==> run_1/floorplan.png <==
Bar = 20 µm. Pins as bars on the die edge.
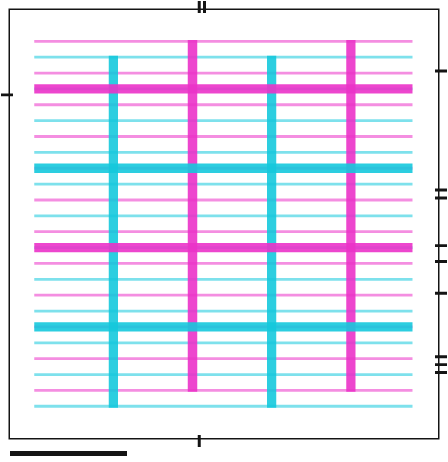
==> run_1/class_map.png <==
Bar = 20 µm.
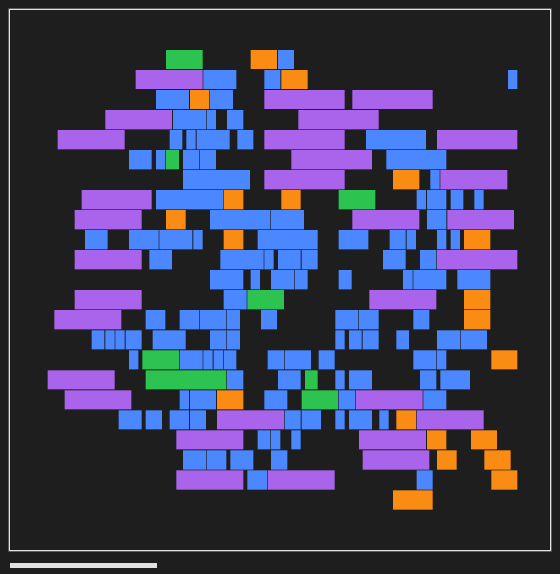
==> run_1/clock_wires.png <==
Bar = 20 µm.
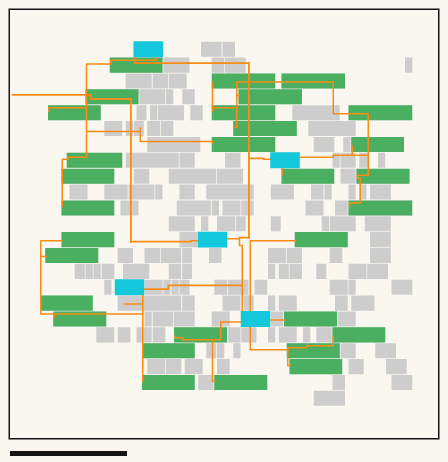
<file path="src/rtl/vend_pkg.sv">
// vend_pkg: shared FSM states, change-code constants and helpers for the dispense back-end
package vend_pkg;

    typedef enum logic [2:0] {
        IDLE,
        VEND,
        WAIT_DROP,
        COIN,
        WAIT_COIN,
        FAULT
    } state_t;

    localparam logic [1:0] CHG_NONE = 2'b00;
    localparam logic [1:0] CHG_HALF = 2'b01;
    localparam logic [1:0] CHG_ONE  = 2'b10;

    // Number of 0.5-yuan coins owed for a change code; 11 is treated as none
    function automatic logic [1:0] chg_coins(input logic [1:0] chg);
        return (chg == CHG_NONE) ? 2'd0 :
               (chg == CHG_HALF) ? 2'd1 :
               (chg == CHG_ONE)  ? 2'd2 : 2'd0;
    endfunction

    function automatic int max3(input int a, input int b, input int c);
        int m;
        m = (a > b) ? a : b;
        return (m > c) ? m : c;
    endfunction

endpackage

</file>
<file path="src/rtl/vend_sale_fifo.sv">
// vend_sale_fifo: queue of pending sales (coin counts); a push while full is taken only alongside a pop
module vend_sale_fifo
    import vend_pkg::*;
#(
    parameter int DEPTH = 4
) (
    input  logic                       clk,
    input  logic                       rst_n,
    input  logic                       push,
    input  logic [1:0]                 din,
    input  logic                       pop,
    output logic [1:0]                 dout,
    output logic                       full,
    output logic                       empty,
    output logic                       accepted,
    output logic [$clog2(DEPTH):0]     count
);

    localparam int AW = $clog2(DEPTH);

    logic [1:0]  mem [DEPTH];
    logic [AW:0] wr_ptr, rd_ptr;
    logic        pop_ok;

    assign count    = wr_ptr - rd_ptr;
    assign full     = count[AW];
    assign empty    = (count == '0);
    assign pop_ok   = pop && !empty;
    assign accepted = push && (!full || pop_ok);
    assign dout     = mem[rd_ptr[AW-1:0]];

    // Pointer update; the extra MSB distinguishes full from empty
    always_ff @(posedge clk or negedge rst_n) begin
        if (!rst_n) begin
            wr_ptr <= '0;
            rd_ptr <= '0;
        end else begin
            if (accepted) wr_ptr <= wr_ptr + 1'b1;
            if (pop_ok)   rd_ptr <= rd_ptr + 1'b1;
        end
    end

    // Storage needs no reset; only slots between the pointers are ever read
    always_ff @(posedge clk) begin
        if (accepted) mem[wr_ptr[AW-1:0]] <= din;
    end

endmodule

</file>
<file path="src/rtl/vend_dispense_ctrl.sv">
// vend_dispense_ctrl: sequences cup drop then change coins per queued sale, each step sensor-confirmed.
// Define VEND_DISPENSE_TIMEOUT_EN to enable the sensor timeout and FAULT state.
module vend_dispense_ctrl
    import vend_pkg::*;
#(
    parameter int MOTOR_CYCLES   = 8,
    parameter int HOPPER_CYCLES  = 4,
    parameter int TIMEOUT_CYCLES = 64,
    parameter int QDEPTH         = 4
) (
    input  logic       clk,
    input  logic       rst_n,
    input  logic       beverage,
    input  logic [1:0] change,
    input  logic       vend_sense,
    input  logic       coin_sense,
    input  logic       fault_clr,
    output logic       vend_motor,
    output logic       hopper_pulse,
    output logic       busy,
    output logic       overflow,
    output logic       fault
);

    localparam int CW  = $clog2(max3(MOTOR_CYCLES, HOPPER_CYCLES, TIMEOUT_CYCLES)) + 1;
    localparam int QAW = $clog2(QDEPTH);
    localparam logic [CW-1:0] M_LOAD = CW'(MOTOR_CYCLES - 1);
    localparam logic [CW-1:0] H_LOAD = CW'(HOPPER_CYCLES - 1);
    localparam logic [CW-1:0] T_LOAD = CW'(TIMEOUT_CYCLES - 1);

    state_t        state, nxt;
    logic [CW-1:0] cnt, cnt_nxt;
    logic [1:0]    coins, coins_nxt;
    logic          pop, q_full, q_empty, q_accepted;
    logic [1:0]    q_dout;
    logic [QAW:0]  q_count, q_count_nxt;

    vend_sale_fifo #(.DEPTH(QDEPTH)) u_fifo (
        .clk      (clk),
        .rst_n    (rst_n),
        .push     (beverage),
        .din      (chg_coins(change)),
        .pop      (pop),
        .dout     (q_dout),
        .full     (q_full),
        .empty    (q_empty),
        .accepted (q_accepted),
        .count    (q_count)
    );

    assign q_count_nxt = q_count + (QAW+1)'(q_accepted) - (QAW+1)'(pop);

    // Next-state, phase/timeout counter and coin bookkeeping
    always_comb begin
        nxt       = state;
        cnt_nxt   = cnt;
        coins_nxt = coins;
        pop       = 1'b0;
        case (state)
            IDLE: begin
                if (!q_empty) begin
                    pop       = 1'b1;
                    coins_nxt = q_dout;
                    cnt_nxt   = M_LOAD;
                    nxt       = VEND;
                end
            end
            VEND: begin
                if (cnt == '0) begin
                    nxt     = WAIT_DROP;
                    cnt_nxt = T_LOAD;
                end else cnt_nxt = cnt - 1'b1;
            end
            WAIT_DROP: begin
                if (vend_sense) begin
                    nxt     = (coins != 2'd0) ? COIN : IDLE;
                    cnt_nxt = H_LOAD;
                end
`ifdef VEND_DISPENSE_TIMEOUT_EN
                else if (cnt == '0) nxt = FAULT;
                else cnt_nxt = cnt - 1'b1;
`endif
            end
            COIN: begin
                if (cnt == '0) begin
                    nxt     = WAIT_COIN;
                    cnt_nxt = T_LOAD;
                end else cnt_nxt = cnt - 1'b1;
            end
            WAIT_COIN: begin
                if (coin_sense) begin
                    coins_nxt = coins - 1'b1;
                    nxt       = (coins != 2'd1) ? COIN : IDLE;
                    cnt_nxt   = H_LOAD;
                end
`ifdef VEND_DISPENSE_TIMEOUT_EN
                else if (cnt == '0) nxt = FAULT;
                else cnt_nxt = cnt - 1'b1;
`endif
            end
            FAULT: begin
                if (fault_clr) nxt = IDLE;
            end
            default: nxt = IDLE;
        endcase
    end

    // State register and outputs registered from the next state
    always_ff @(posedge clk or negedge rst_n) begin
        if (!rst_n) begin
            state        <= IDLE;
            cnt          <= '0;
            coins        <= '0;
            vend_motor   <= 1'b0;
            hopper_pulse <= 1'b0;
            busy         <= 1'b0;
            overflow     <= 1'b0;
        end else begin
            state        <= nxt;
            cnt          <= cnt_nxt;
            coins        <= coins_nxt;
            vend_motor   <= (nxt == VEND);
            hopper_pulse <= (nxt == COIN);
            busy         <= (nxt != IDLE) || (q_count_nxt != '0);
            overflow     <= fault_clr ? 1'b0 : (overflow || (beverage && !q_accepted));
        end
    end

`ifdef VEND_DISPENSE_TIMEOUT_EN
    // Fault flag tracks the FAULT state one register stage after the decision
    always_ff @(posedge clk or negedge rst_n) begin
        if (!rst_n) fault <= 1'b0;
        else        fault <= (nxt == FAULT);
    end
`else
    assign fault = 1'b0;
`endif

endmodule
</file>
<file path="config.mk">
export PLATFORM = sky130hd
export DESIGN_NAME = vend_dispense_ctrl
export DESIGN_NICKNAME = d
export VERILOG_FILES = /design/src/rtl/vend_pkg.sv /design/src/rtl/vend_sale_fifo.sv /design/src/rtl/vend_dispense_ctrl.sv
export SDC_FILE = /design/constraint.sdc
export NUM_CORES = 1
export LEC_CHECK = 0
export ABC_AREA = 0
export CAP_MARGIN = 20
export CORE_MARGIN = 4
export CORE_UTILIZATION = 40
export CTS_BUF_LIST = sky130_fd_sc_hd__clkbuf_8 sky130_fd_sc_hd__clkbuf_16
export DETAILED_ROUTE_END_ITERATION = 8
export PLACE_DENSITY_LB_ADDON = 0.05
export SLEW_MARGIN = 10
export SYNTH_ARGS = -nofsm -noshare
export SYNTH_HDL_FRONTEND = slang
export SYNTH_SLANG_ARGS = --single-unit
</file>
<file path="constraint.sdc">
create_clock -name clk -period 3.6 [get_ports clk]
set_input_delay 0.72 -clock clk [delete_from_list [all_inputs] [get_ports clk]]
set_output_delay 0.72 -clock clk [all_outputs]
set_load 0.01 [all_outputs]
</file>
==> CHANGELOG.md, run 1 <==
### Implementation results

- Result of the run: complete, no violations
- Routed wire length per instance: 15.6 µm
- Register bit total from synthesis: 30
- Layout fillers: 354
- Routed Antenna Nets: 0
- Placed cell areas: about 0.0019 mm²
- Clock network area share: 5.30%
- Wirelength, routed: ~3500 µm
- Most common logic cells in the final layout: sky130_fd_sc_hd__dfrtp_1, sky130_fd_sc_hd__clkdlybuf4s50_1, sky130_fd_sc_hd__ha_1
- Number of antenna violations at the first check in global routing: 0
- Worst flop-to-flop path startpoint: u_fifo.wr_ptr[0]
- Largest area class, layout: logic gates
- Internal cell power: roughly 1.2 mW
- Layout net count: roughly 190
- Hold Crit Depth: 1
- Vias in the first global route: 1188
- Clock network fraction of total power: between 10% and 20%
- Largest net degree at the start of global routing: 23
- Layout non-clock buf frac: under 10%
- Actual transition at the worst max-transition pin: just under 600 ps
- Flop Count: 30
- Slowest library cell on the worst path: sky130_fd_sc_hd__fa_2
- Worst-case setup margin in the final layout: between 100 and 150 ps
- Ports: 13
- DR vias/cell: 5.23
- Post-Layout Inst Area: 0.00205 mm²
- Total half-perimeter wirelength after legalization and detailed placement: approximately 2600 µm
- Top cells by instance count after synthesis: sky130_fd_sc_hd__dfrtp_1, sky130_fd_sc_hd__ha_1, sky130_fd_sc_hd__inv_1, sky130_fd_sc_hd__nand2_1, sky130_fd_sc_hd__nor2_1
- Top cell type by total area after synthesis: sky130_fd_sc_hd__dfrtp_1
- Synthesized area: between 0.0015 and 0.002 mm²
- Power Sequential: around 0.57 mW
- Worst R2R Setup Slack: roughly 130 ps
- Buffer type at the clock tree root: sky130_fd_sc_hd__clkbuf_8
- Antenna Cells: 0
- Via count: 1167
- Startpoint of the most critical setup path: u_fifo.wr_ptr[0]
- Sw power: 0.744 mW
- Portion of total power attributed to combinational logic: approximately 54%
- Final tally of hold violations: 0
- Comb gates: ~110
- Multi-input combinational cell area: slightly below 900 µm²
- Clock sink total: 30
- Launching element type of the critical path: register
- Final critical-path share of the clock period: between 90% and 100%
- Ratio of cells with drive above 1 in the final layout: between 10% and 20%
- Async set or reset register ratio after synthesis: 73.3%
- Starting utilization of the core area: between 40 and 50%
- Final min period: 3470 ps
- Max Clk Rate: around 0.29 GHz
- CP endpoint kind: register
- Avg Cell Area, Syn: ~11 µm²
- Cell leakage power: slightly below 0.9 nW
- Hold Startpoint: u_fifo.wr_ptr[2]
- Number of levels the H-tree was split into: 2
- Most instantiated flip-flop cell in the synthesis netlist: sky130_fd_sc_hd__dfrtp_1
- Inst Count DP: around 210
- Quantity of gates resized following cts: 0
- Most common cell after layout, fill and taps aside: sky130_fd_sc_hd__dfrtp_1
- Net switching fraction of the power: 37.7%
- Required time at the endpoint of the critical path: roughly 3800 ps
- Worst Setup EP: busy
- Synth top area share: roughly a third
- First-pass iteration count of the detailed router: 4
- Combined global-route utilization of all metal layers: between 10 and 15%
- Leading post-synthesis cells by cell area: sky130_fd_sc_hd__dfrtp_1, sky130_fd_sc_hd__edfxtp_1, sky130_fd_sc_hd__ha_1
- Cell with the most instances after synthesis: sky130_fd_sc_hd__dfrtp_1
- Total cells reported by yosys after synthesis: between 150 and 200
- Number of max-cap violations: 0
- Power group with the largest share: combinational cells
- Number of endpoints failing setup at the final stage: 0
- Flop share of the area: about two fifths
- Post-Route Utilization: 50.6%
About floorplan.png:
- cyan: VSS
- magenta: VDD
- met1 rails: 24
- met5 straps: 4
- signal pins: 13
vertical die dimension: 73.4 µm
area of the core region: 0.00406 mm²
IR Drop Worst-Case VDD: 449 µV
DIE WIDTH: 73.4 µm

About class_map.png:
- orange: remaining buffers and delay cells (cells 20; share of their area 9.3%)
- purple: registers (cells 30; share of their area 40%)
- blue: remaining logic cells (cells 115; share of their area 45%)
- green: clock drivers and dummy loads (cells 8; share of their area 5.5%)

About clock_wires.png:
- orange: clock wires (length 444 µm)
- cyan: clock-net drivers (count 5)
- green: flip-flops (count 30)
- routed clock nets: 6
total clock network power: 0.335 mW
Post-Route Skew: 4.75 ps

-- run 1: cells by family (layout without fill, tap and decap cells) --
family / count (synthesis) / after routing / synth area share (%)
compound gates: 30 / 30 / 13.4
xor+xnor: 9 / 9 / 5.56
fa+ha+maj: 13 / 13 / 10.4
buf+inv: 16 / 37 / 4.32
flops: 30 / 30 / 46.3
mux: 3 / 3 / 3.29
other cells: 1 / 1 / 0.219
simple gates: 50 / 50 / 16.5
-- run 1: state kept, by name, summed over array words and instances (netlist names) --
register,flops
cnt,7
coins,2
u_fifo.wr_ptr,3
overflow,1
vend_motor,1
state,3
hopper_pulse,1
u_fifo.mem,8
busy,1
u_fifo.rd_ptr,3
-- run 1: per-layer routing --
layer  wire [µm]  track usage [%]
met1        1790             20.8
met2        1450             19.4
met3         167             4.51
met4          75             7.85
met5           0                0
==> run_1/layers.png <==
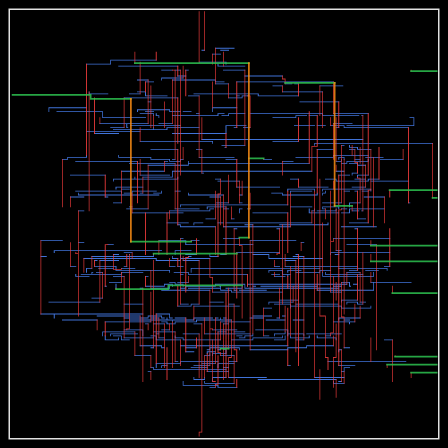

==> run 1 -> run 2 <==
--- a/config.mk
+++ b/config.mk
@@ -11,7 +11,7 @@
 export CORE_UTILIZATION = 40
 export CTS_BUF_LIST = sky130_fd_sc_hd__clkbuf_8 sky130_fd_sc_hd__clkbuf_16
 export DETAILED_ROUTE_END_ITERATION = 8
-export PLACE_DENSITY_LB_ADDON = 0.05
+export SKIP_LAST_GASP = 1
 export SLEW_MARGIN = 10
 export SYNTH_ARGS = -nofsm -noshare
 export SYNTH_HDL_FRONTEND = slang
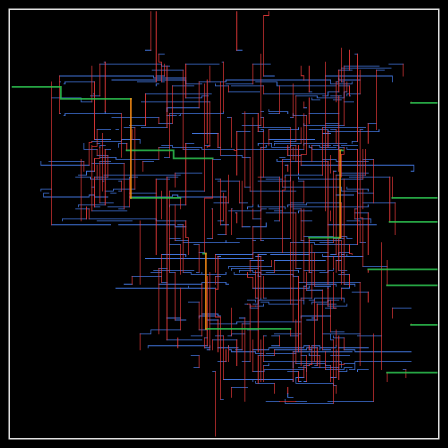
(run_2/layers.png)
- red: M2 (wire length 1580 µm)
- green: M3 (wire length 120 µm)
- orange: M4 (wire length 44.9 µm)
- blue: M1 (wire length 1560 µm)
combined global-route utilization of all metal layers: 13.9%
routed wire length per instance: 14.8 µm

==> CHANGELOG.md, run 2 <==
### Implementation results

- Worst flop-to-flop path startpoint: u_fifo.wr_ptr[0]
- Flop share of the area: 39.0% (+0.40 points)
- Met2 wirelength from detailed routing: 1580 µm (+9.6%)
- Required time at the endpoint of the critical path: 3750 ps (about the same)
- Cell leakage power: 0.884 nW (-1.3%)
- Leading post-synthesis cells by cell area: sky130_fd_sc_hd__dfrtp_1, sky130_fd_sc_hd__edfxtp_1, sky130_fd_sc_hd__ha_1
- Final critical-path share of the clock period: 96.6% (+0.15 points)
- Area of the core region: 0.00406 mm² (unchanged)
- Final tally of hold violations: 0 (unchanged)
- Actual transition at the worst max-transition pin: 532 ps (-44.2 ps)
- Worst min-delay path endpoint: cnt[6]
- Worst Setup EP: busy
- Layout fillers: 391 (+10%)
- Wirelength, routed: 3310 µm (-4.8%)
- Routed met3 length: 120 µm (-28%)
- Largest net degree at the start of global routing: 23 (unchanged)
- Synth top area share: 32.2% (unchanged)
- Ratio of cells with drive above 1 in the final layout: 17.9% (-1.2 points)
- Inst Count DP: 213 (unchanged)
- Antenna Cells: 0 (unchanged)
- Via count: 1179 (+1.0%)
- Placed cell areas: 0.00192 mm² (unchanged)
- Flip-flop count of the largest register, all copies and words added: 8 (unchanged)
- Most common logic cells in the final layout: sky130_fd_sc_hd__dfrtp_1, sky130_fd_sc_hd__clkdlybuf4s50_1, sky130_fd_sc_hd__ha_1
- Most instantiated flip-flop cell in the synthesis netlist: sky130_fd_sc_hd__dfrtp_1
- Worst R2R Setup Slack: 120 ps (about the same)
- Layout non-clock buf frac: 9.11% (+0.094 points)
- Multi-input combinational cell area: 878 µm² (+0.86%)
- Result of the run: complete, no violations
- Starting utilization of the core area: 42.1% (unchanged)
- Largest area class, layout: logic gates
- Quantity of gates resized following cts: 0 (unchanged)
- Avg Cell Area, Syn: 11.2 µm² (unchanged)
- Number of endpoints failing setup at the final stage: 0 (unchanged)
- Total half-perimeter wirelength after legalization and detailed placement: 2500 µm (-4.1%)
- Layout net count: 193 (unchanged)
- Vertical die dimension: 73.4 µm (unchanged)
- Flop Count: 30 (unchanged)
- Post-Layout Inst Area: 0.00203 mm² (-1.0%)
- Startpoint of the most critical setup path: u_fifo.wr_ptr[0]
- Global routing met1 resource utilization: 18.0% (-2.8 points)
- Largest family of logic cells by area: simple AND/OR/NAND/NOR gates
- Ports: 13 (unchanged)
- Met1 routed wirelength after detailed routing: 1560 µm (-13%)
- Top cells by instance count after synthesis: sky130_fd_sc_hd__dfrtp_1, sky130_fd_sc_hd__ha_1, sky130_fd_sc_hd__inv_1, sky130_fd_sc_hd__nand2_1, sky130_fd_sc_hd__nor2_1
- Top layer used by detailed routing: met4
- Most common cell after layout, fill and taps aside: sky130_fd_sc_hd__dfrtp_1
- Post-Route Skew: 3.92 ps (-0.834 ps)
- XORs/XNORs by Area: 5.56% (unchanged)
- DR vias/cell: 5.29 (+1.0%)
- Vias in the first global route: 1171 (-1.4%)
- Most used routing layer in global routing: met2
- Number of levels the H-tree was split into: 2 (unchanged)
- Final estimated routing congestion in global placement: approximately 0.73
- Async set or reset register ratio after synthesis: 73.3% (unchanged)
- Comb gates: 106 (unchanged)
- R2r endpoint: busy
- Slowest library cell on the worst path: sky130_fd_sc_hd__fa_2
- Met2 demand-to-capacity share in global routing: 21.8% (+2.5 points)
- DIE WIDTH: 73.4 µm (unchanged)
- Register bit total from synthesis: 30 (unchanged)
- Hold Crit Depth: 1 (unchanged)
- Number of max-cap violations: 0 (unchanged)
- Total cells reported by yosys after synthesis: 152 (unchanged)
- AND-OR/OR-AND share of the synthesized area: 13.4% (unchanged)
- IR Drop Worst-Case VDD: 431 µV (-4.0%)
- First-pass iteration count of the detailed router: 4 (unchanged)
- Arithmetic-cell share of the synthesized area counting full adders, half adders and majority gates: 10.4% (unchanged)
- Max Clk Rate: 0.287 GHz (-0.16%)
- Post-synthesis mux area share: 3.29% (unchanged)
- Post-route DRC: 0
- Initial DRC count: 100
- Hold Startpoint: cnt[6]
- Clock sink total: 30 (unchanged)
- Routed Antenna Nets: 0 (unchanged)
- Number of antenna violations at the first check in global routing: 0 (unchanged)
- Top cell type by total area after synthesis: sky130_fd_sc_hd__dfrtp_1
- Number of nets at floorplan: 173
- Cell with the most instances after synthesis: sky130_fd_sc_hd__dfrtp_1
- And+or+nand+nor area frac: 16.5% (unchanged)
- CP endpoint kind: register
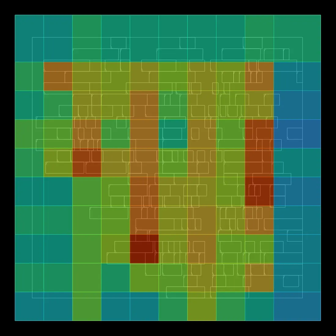
(run_2/congestion_map.png)
global routing usage on met3: 4.38%
Post-Route Utilization: 50.1%

## run 2: netlist changes by cell type in the layout (fill, tap and decap cells not counted)
| cell | before | now |
|---|---|---|
| sky130_fd_sc_hd__xnor2_2 | 0 | 1 |
| sky130_fd_sc_hd__bufinv_16 | 1 | 0 |
| sky130_fd_sc_hd__clkinv_1 | 0 | 3 |
| sky130_fd_sc_hd__xnor2_1 | 5 | 4 |
| sky130_fd_sc_hd__clkinv_2 | 2 | 0 |
## run 2: power breakdown
group,internal [mW],switching [mW],total [mW]
Sequential,0.487,0.0799,0.567
Clock,0.129,0.120,0.248
Combinational,0.568,0.542,1.11
Total,1.18,0.742,1.92
Power and IR drop assume default switching activity.
